**src/rtl/password_checker_timer.sv**
```systemverilog
// Loadable down-counter; done is high while the count sits at 1, i.e. the cycle it would expire.
module lock_timer #(
  parameter int WIDTH = 5
) (
  input  logic             clk,
  input  logic             rst_n,
  input  logic             load,
  input  logic [WIDTH-1:0] load_val,
  output logic             done
);

  logic [WIDTH-1:0] cnt;

  always_ff @(posedge clk) begin
    if (!rst_n) begin
      cnt <= '0;
    end else if (load) begin
      cnt <= load_val;
    end else if (cnt != '0) begin
      cnt <= cnt - WIDTH'(1);
    end
  end

  assign done = (cnt == WIDTH'(1));

endmodule

```
**config.mk**
```make
export PLATFORM = sky130hd
export DESIGN_NAME = lock_timer
export DESIGN_NICKNAME = d
export VERILOG_FILES = /design/src/rtl/password_checker_timer.sv
export SDC_FILE = /design/constraint.sdc
export NUM_CORES = 1
export LEC_CHECK = 0
export CORE_AREA = 2 2 39 41
export CTS_CLUSTER_SIZE = 28
export DETAILED_ROUTE_END_ITERATION = 6
export DIE_AREA = 0 0 41 43
export PLACE_DENSITY_LB_ADDON = 0.15
export SLEW_MARGIN = 0
export SYNTH_ARGS = -nofsm -noshare
export SYNTH_HDL_FRONTEND = slang
export SYNTH_SLANG_ARGS = --single-unit
```
**constraint.sdc**
```tcl
create_clock -name clk -period 1.8 [get_ports clk]
set_input_delay 0.18 -clock clk [delete_from_list [all_inputs] [get_ports clk]]
set_output_delay 0.18 -clock clk [all_outputs]
set_load 0.005 [all_outputs]
```
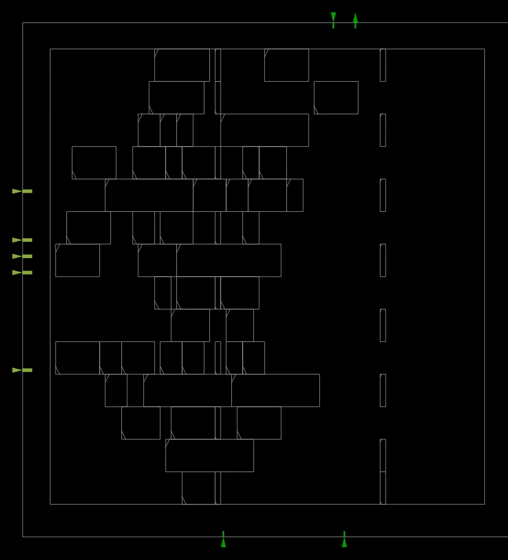
Fig. 1. Placed standard cells.
Core Box Area: 1380 um2
total number of placement rows: 14
Filler Cell Count: 152

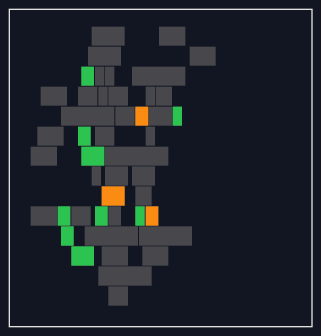
Fig. 2. Selected gate families.
[green] nand cells | cells: 9 | most used: nand3_1
[orange] aoi and oai cells | cells: 3 | most used: a21oi_1

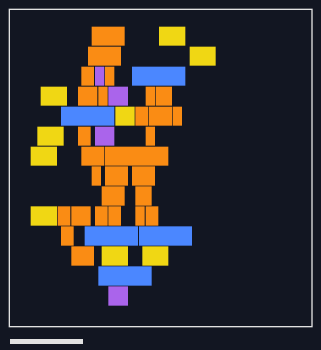
Fig. 3. Placed cells, one colour a class.
Bar = 10 um.
[blue] registers | cells: 5 | share of their area: 24%
[orange] remaining logic cells | cells: 28 | share of their area: 48%
[purple] clock drivers and dummy loads | cells: 4 | share of their area: 6.4%
[yellow] remaining buffers and delay cells | cells: 9 | share of their area: 21%
register share of the cell area: 0.233
summed area of non-filler cells in the final layout: 429 um2
final core area utilization: 0.310

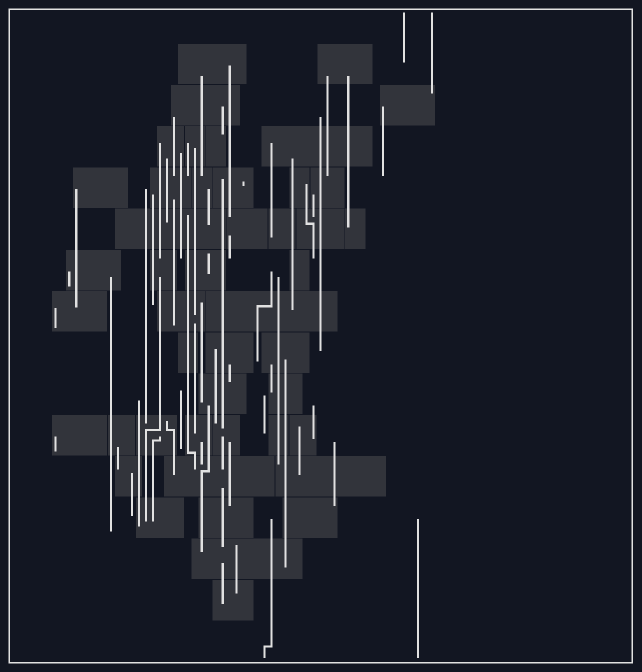
Fig. 4. Metal 2.
Cells faint in the background.
share of all routed wire: 53%
nets with wire on the layer: 48
number of vias in the routed layout: 294
met2 track demand over resource in global routing: 0.150
Routed WL: 699 um

==> run summary <==
Flow results follow.

The run finished with clean final reports. The worst register-to-register path has a depth of 5. The post-route minimum period is approximately 1.7 ns. STA puts the critical path data required time at 1.62 ns. By startpoint and endpoint, the worst setup path is classified as reg2out.

At the later pin of the worst-skew pair, clock insertion delay measures roughly 0.25 ns. Entering global routing, the biggest net connects 8 pins. The worst-margin pin slew is approximately 0.34 ns.

For this run, the script counts the antenna cells in the layout as 0. Yosys shows that the main logic family after synthesis is simple AND/OR/NAND/NOR gates. Per the synthesis report, the AND-OR/OR-AND share of the synthesized area is 0.0921.

The weighted congestion at the end of routability-driven global placement is 0.717. The most used flip-flop cell after synthesis is dfxtp_1. The final count of pins violating max slew is 0. The x dimension of the die is around 40 um. Measured against its own limit, the worst slew margin works out to 0.769.

The total track usage is 0.101. The fraction of registers with async set or reset after synthesis is 0. After detailed routing, the number of vias per cell comes to 4.74.

After global routing the overflow that remains totals 0. The number of post-CTS setup repair buffers is 0. The leakage power total is approximately 0.17 nW. The type of element capturing the critical path is a primary output.

TritonRoute reported its final design rule violation total as 0. The most critical min-delay path falls under in2reg. In this run, CTS created clock tree buffers numbering 3. The number of H-tree levels is 1. The main area contributors are dfxtp_1, ha_1, nand3_1, nor4b_4, nand4b_1. In this run, the synthesized area fraction spent on adder and majority cells is recorded as 0.0837. The overall power of the completed layout is approximately 0.00038 W.

Per STA, the worst path is made up of ha_1 > and3_1 > clkdlybuf4s50_1. The end of the worst register-to-register path is cnt[2]. The number of global-route vias before repair is ~290. CTS reports a maximum clock tree buffer depth of 2. The first-pass GRT wire length is 1.15 mm.

Looking at the hold checks, the worst path lands on cnt[2]. The chip area is approximately 1800 um2. The internal reg-to-reg setup slack is 0.38 ns. Once the clock tree was built, the resizer swapped 0 gates to a different size.

STA classifies the critical path startpoint as a flop. The flow reports an fmax of between 600 and 700 MHz. The TritonCTS clock tree is yes.

The layout report lists the combined flip-flop and latch area as about 100 um2.
through the flow:
stage | instances | hold WS, ns | area (um2) | util
2_1_floorplan | 34 | 0.307 | 299 | -
5_1_grt | 62 | 0.516 | 429 | 0.310
6_report | 62 | 0.499 | 429 | 0.310
3_5_place_dp | 58 | 0.551 | 403 | 0.291
4_1_cts | 62 | 0.500 | 429 | 0.310
3_3_place_gp | 58 | 0.536 | 403 | 0.291
cell type report:
class,instances,share of cell area
clock buffers,4,0.0612
well taps,16,0.0466
flip-flops and latches,5,0.233
multi-input cells,24,0.420
inverters,4,0.0350
repair buffers,9,0.204
power by group:
group / switching, W / internal [W] / total (W)
clock network: 0.0000515 / 0.0000841 / 0.000136
logic: 0.0000416 / 0.0000600 / 0.000102
registers: 0.0000178 / 0.000125 / 0.000143
total: 0.000111 / 0.000269 / 0.000380
cell usage in the layout, fill, tap and decap left out, types with 2 or more instances in the layout:
master,instances
clkbuf_4,3
a21oi_1,2
nand2_1,2
xnor2_1,2
dfxtp_1,5
nand4b_1,2
clkdlybuf4s50_1,8
ha_1,2
or4_1,2
inv_1,4
nand3_1,5
worst max-delay path by stage:
stage	cells past startpoint	start	slack, ns	end
2_1_floorplan	5	cnt[0]	0.50	cnt[2]
3_3_place_gp	4	rst_n	0.33	cnt[0]
3_5_place_dp	4	rst_n	0.29	cnt[1]
4_1_cts	3	cnt[0]	0.14	done
5_1_grt	3	cnt[0]	0.07	done
6_report	3	cnt[0]	0.15	done
worst min-delay path, cell delays in order:
cell and delay, ns:
clkdlybuf4s50_1 0.40, nand2_1 0.06, a21oi_1 0.05
per-layer routing:
layer	track usage	up-vias	wire length, um
li1	-	147	-
met1	0.103	136	265
met2	0.150	8	369
met3	0.0471	3	39
met4	0.0800	0	25
met5	0	-	0
Power and IR drop assume default switching activity.
